**src/rtl/fir_ctrl_pkg.sv**
```systemverilog
// fir_ctrl_pkg: shared types for the FIR tap scheduler.
// Holds the FSM state enum, exception flag bundle and a tap-count legality check.
package fir_ctrl_pkg;

  typedef enum logic [1:0] {
    IDLE  = 2'd0,
    MAC   = 2'd1,
    DRAIN = 2'd2,
    OUT   = 2'd3
  } fir_state_e;

  typedef struct packed {
    logic overflow;
    logic underflow;
    logic invalid;
  } exc_flags_t;

  function automatic bit taps_legal(input int ntaps,
                                    input int haw,
                                    input int xaw);
    return (ntaps >= 1) &&
           (ntaps <= (1 << haw)) &&
           (ntaps <= (1 << xaw));
  endfunction

endpackage

```
**src/rtl/fir_tap_scheduler_exc.sv**
```systemverilog
// fir_exc_collector: gathers DSP58 exception flags for each output.
// Ports: pass_start_i/collect_i/out_valid_i from the FSM, clr_i, flags_i in, flags_o out.
// Macro FIR_EXC_STICKY_EN: sticky flags cleared only by clr_i (set wins).
module fir_exc_collector
  import fir_ctrl_pkg::*;
(
  input  logic       clk,
  input  logic       rst,
  input  logic       pass_start_i,
  input  logic       collect_i,
  input  logic       out_valid_i,
  input  logic       clr_i,
  input  exc_flags_t flags_i,
  output exc_flags_t flags_o
);

  exc_flags_t flags_q;

`ifdef FIR_EXC_STICKY_EN

  logic unused_ok;
  assign unused_ok = ^{pass_start_i, collect_i, out_valid_i};

  // A flag arriving alongside clr_i survives the clear.
  always_ff @(posedge clk or posedge rst) begin
    if (rst)        flags_q <= '0;
    else if (clr_i) flags_q <= flags_i;
    else            flags_q <= flags_q | flags_i;
  end

  assign flags_o = flags_q;

`else

  logic unused_ok;
  assign unused_ok = clr_i;

  always_ff @(posedge clk or posedge rst) begin
    if (rst)               flags_q <= '0;
    else if (pass_start_i) flags_q <= '0;
    else if (collect_i)    flags_q <= flags_q | flags_i;
  end

  assign flags_o = out_valid_i ? flags_q : '0;

`endif

endmodule

```
**src/rtl/fir_tap_scheduler.sv**
```systemverilog
// fir_tap_scheduler: one MAC pass per accepted sample over a circular X buffer.
// Ports: sample handshake, X RAM write, H/X RAM read, DSP58 first/last,
// output handshake, busy, exception flags. Macro FIR_EXC_STICKY_EN selects sticky flags.
module fir_tap_scheduler
  import fir_ctrl_pkg::*;
#(
  parameter int H_ADDR_WIDTH = 4,
  parameter int X_ADDR_WIDTH = 6,
  parameter int NUM_TAPS     = 16,
  parameter int DSP_LAT      = 4
) (
  input  logic                    clk,
  input  logic                    rst,
  input  logic                    s_valid_i,
  output logic                    s_ready_o,
  output logic                    x_wr_en_o,
  output logic [X_ADDR_WIDTH-1:0] x_wr_addr_o,
  output logic                    R_en,
  output logic [H_ADDR_WIDTH-1:0] h_addr,
  output logic [X_ADDR_WIDTH-1:0] x_addr,
  output logic                    acc_first_o,
  output logic                    acc_last_o,
  output logic                    y_valid_o,
  input  logic                    y_ready_i,
  output logic                    busy_o,
  input  logic                    overflow_i,
  input  logic                    underflow_i,
  input  logic                    invalid_i,
  output logic                    overflow_o,
  output logic                    underflow_o,
  output logic                    invalid_o,
  input  logic                    clr_flags_i
);

  localparam int DW = (DSP_LAT > 1) ? $clog2(DSP_LAT) : 1;
  localparam logic [H_ADDR_WIDTH-1:0] K_LAST =
    H_ADDR_WIDTH'(NUM_TAPS - 1);
  localparam logic [DW-1:0] D_LAST = DW'(DSP_LAT - 1);

  if (!taps_legal(NUM_TAPS, H_ADDR_WIDTH, X_ADDR_WIDTH) ||
      (DSP_LAT < 1)) begin : g_bad_cfg
    $error("fir_tap_scheduler: illegal NUM_TAPS or DSP_LAT");
  end

  fir_state_e              state_q;
  logic [X_ADDR_WIDTH-1:0] wr_ptr_q;
  logic [X_ADDR_WIDTH-1:0] newest_q;
  logic [H_ADDR_WIDTH-1:0] k_q;
  logic [DW-1:0]           drain_q;
  logic                    r_en_q;
  logic [H_ADDR_WIDTH-1:0] h_addr_q;
  logic [X_ADDR_WIDTH-1:0] x_addr_q;
  logic                    first_q;
  logic                    last_q;
  logic                    y_valid_q;

  logic                    accept;
  logic [H_ADDR_WIDTH-1:0] k_d;

  assign accept = s_valid_i && (state_q == IDLE);
  assign k_d    = k_q + 1'b1;

  // Registered outputs are loaded one cycle ahead so they line up
  // with the state they describe.
  always_ff @(posedge clk or posedge rst) begin
    if (rst) begin
      state_q   <= IDLE;
      wr_ptr_q  <= '0;
      newest_q  <= '0;
      k_q       <= '0;
      drain_q   <= '0;
      r_en_q    <= 1'b0;
      h_addr_q  <= '0;
      x_addr_q  <= '0;
      first_q   <= 1'b0;
      last_q    <= 1'b0;
      y_valid_q <= 1'b0;
    end else begin
      unique case (state_q)
        IDLE: begin
          if (accept) begin
            wr_ptr_q <= wr_ptr_q + 1'b1;
            newest_q <= wr_ptr_q;
            k_q      <= '0;
            r_en_q   <= 1'b1;
            h_addr_q <= '0;
            x_addr_q <= wr_ptr_q;
            first_q  <= 1'b1;
            last_q   <= (K_LAST == '0);
            state_q  <= MAC;
          end
        end
        MAC: begin
          if (k_q == K_LAST) begin
            k_q     <= '0;
            r_en_q  <= 1'b0;
            first_q <= 1'b0;
            last_q  <= 1'b0;
            drain_q <= '0;
            state_q <= DRAIN;
          end else begin
            k_q      <= k_d;
            h_addr_q <= k_d;
            x_addr_q <= newest_q - X_ADDR_WIDTH'(k_d);
            first_q  <= 1'b0;
            last_q   <= (k_d == K_LAST);
          end
        end
        DRAIN: begin
          if (drain_q == D_LAST) begin
            drain_q   <= '0;
            y_valid_q <= 1'b1;
            state_q   <= OUT;
          end else begin
            drain_q <= drain_q + 1'b1;
          end
        end
        OUT: begin
          if (y_ready_i) begin
            y_valid_q <= 1'b0;
            state_q   <= IDLE;
          end
        end
        default: state_q <= IDLE;
      endcase
    end
  end

  assign s_ready_o   = (state_q == IDLE);
  assign busy_o      = (state_q != IDLE);
  assign x_wr_en_o   = accept;
  assign x_wr_addr_o = wr_ptr_q;
  assign R_en        = r_en_q;
  assign h_addr      = h_addr_q;
  assign x_addr      = x_addr_q;
  assign acc_first_o = first_q;
  assign acc_last_o  = last_q;
  assign y_valid_o   = y_valid_q;

  exc_flags_t flg_in;
  exc_flags_t flg_out;

  assign flg_in = '{overflow:  overflow_i,
                    underflow: underflow_i,
                    invalid:   invalid_i};

  fir_exc_collector u_exc (
    .clk          (clk),
    .rst          (rst),
    .pass_start_i (accept),
    .collect_i    ((state_q == MAC) || (state_q == DRAIN)),
    .out_valid_i  (y_valid_q),
    .clr_i        (clr_flags_i),
    .flags_i      (flg_in),
    .flags_o      (flg_out)
  );

  assign overflow_o  = flg_out.overflow;
  assign underflow_o = flg_out.underflow;
  assign invalid_o   = flg_out.invalid;

endmodule

```
**config.mk**
```make
export PLATFORM = sky130hd
export DESIGN_NAME = fir_tap_scheduler
export DESIGN_NICKNAME = d
export VERILOG_FILES = /design/src/rtl/fir_ctrl_pkg.sv /design/src/rtl/fir_tap_scheduler_exc.sv /design/src/rtl/fir_tap_scheduler.sv
export SDC_FILE = /design/constraint.sdc
export NUM_CORES = 1
export LEC_CHECK = 0
export ABC_CLOCK_PERIOD_IN_PS = 5800
export CORE_AREA = 2 2 82 84
export DETAILED_ROUTE_END_ITERATION = 16
export DIE_AREA = 0 0 84 86
export SKIP_LAST_GASP = 1
export SLEW_MARGIN = 20
export SYNTH_ARGS = -nofsm -noshare
export SYNTH_HDL_FRONTEND = slang
export SYNTH_SLANG_ARGS = --single-unit
```
**constraint.sdc**
```tcl
create_clock -name clk -period 5.8 [get_ports clk]
set_input_delay 1.45 -clock clk [delete_from_list [all_inputs] [get_ports clk]]
set_output_delay 1.45 -clock clk [all_outputs]
set_load 0.05 [all_outputs]
```
Figure 1. Cells colored by class.
Fill, decap, tap and diode cells in gray.
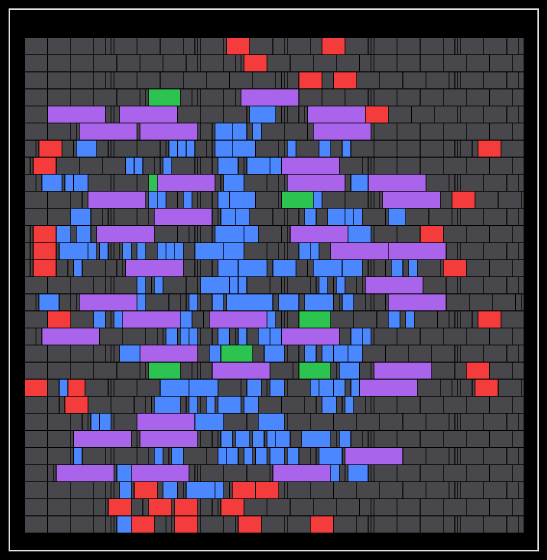
Key: clock drivers and dummy loads = green [cells 7, share of their area 3.8%]; remaining logic cells = blue [cells 146, share of their area 40%]; registers = purple [cells 37, share of their area 41%]; remaining buffers and delay cells = red [cells 33, share of their area 15%]
sequential share of cell area: 0.394
std cell rows: 29

Figure 2. Register map, names as in the netlist.
The bar under the picture is 20 um long. Other sequential cells in the stronger gray, the rest of the logic in the fainter gray.
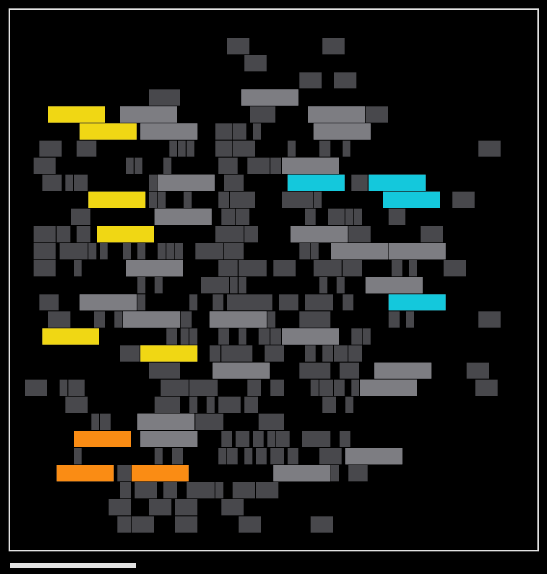
Key: x_wr_addr_o = yellow [flops 6]; u_exc.flags_q = orange [flops 3]; h_addr = cyan [flops 4]
Another 24 sequential cells are not colored.
Final Util: 0.374
Seq. cell area: 926 um2

Figure 3. Metal layers overlaid.
The bar under the picture is 20 um long. Only two layers are drawn.
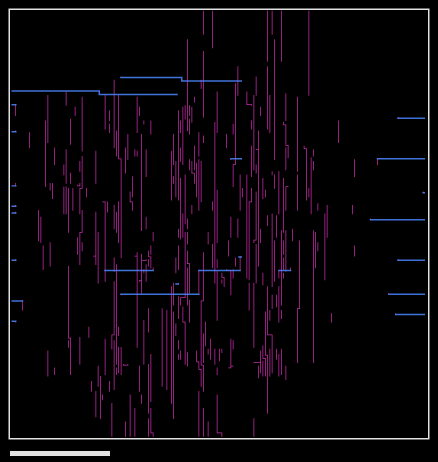
Key: M3 = blue [wire length 148 um]; M2 = magenta [wire length 1,750 um]
final wirelength: 3910 um
Vias: 1,399
Overall Global Routing Usage: 0.122
WL per Instance: 13.0 um

==> results.py <==
# Generated from Yosys and OpenROAD reports
metrics = {
    "synth": {
        "yosys-top-cells-area": "dfrtp_1 50%, ha_1 8.1%, nand2_1 7.9%",
        "ys_warn_count": 0,
        "syn_avg_cell_area_um2": 9.93,
        "synth.most_common_cell": "nand2_1",
        "syn-num-nets": 208,
    },
    "clock_tree": {
        "post-cts-setup-buffers": 0,
        "cts_sinks": 37,
        "insertion_delay_ns": 0.29,
    },
    "place": {
        "dpl_worst_slack_ns": 1.04,
        "dpl_cell_area_um2": 2260,
    },
    "detailed_routing": {
        "wl_met2_um": 1750,
        "dr.first_iter.drc_count": 87,
        "wl_met3_um": 147,
        "drt-pass1-iter-count": 4,
    },
    "worst_setup_path": {
        "endpoint": "x_wr_en_o",
        "cp-end-kind": "primary output",
        "path_common_cell": "clkdlybuf4s50_1",
        "r2r_start": "state_q[0]",
        "r2r_cells": 7,
        "crit_start": "s_valid_i",
        "worstSetupPathType": "primary input to primary output",
    },
    "grt": {
        "gr-total-overflow": 0,
        "grt_use_met1": 0.164,
        "grt_pass1_wl_um": 6970,
        "grtUsageMet3": 0.0308,
        "antenna_found_initial": 0,
        "grt_pass1_vias": 1423,
    },
    "sta": {
        "period_needed_ns": 4.76,
        "rsz0062_at_grt": "false",
        "maxSlewViolCount": 0,
        "fin_ws_ns": 1.04,
    },
    "final_layout": {
        "comb_cells": 136,
        "clk_share": 0.0368,
    },
    "die": {
        "fp.coreArea_um2": 6280,
        "taps": 77,
        "fp.dieW_um": 84,
        "die_area_um2": 7220,
    },
    "min_path": {
        "whs_path_depth": 2,
    },
    "run_status": {
        "status": "finished clean",
    },
}
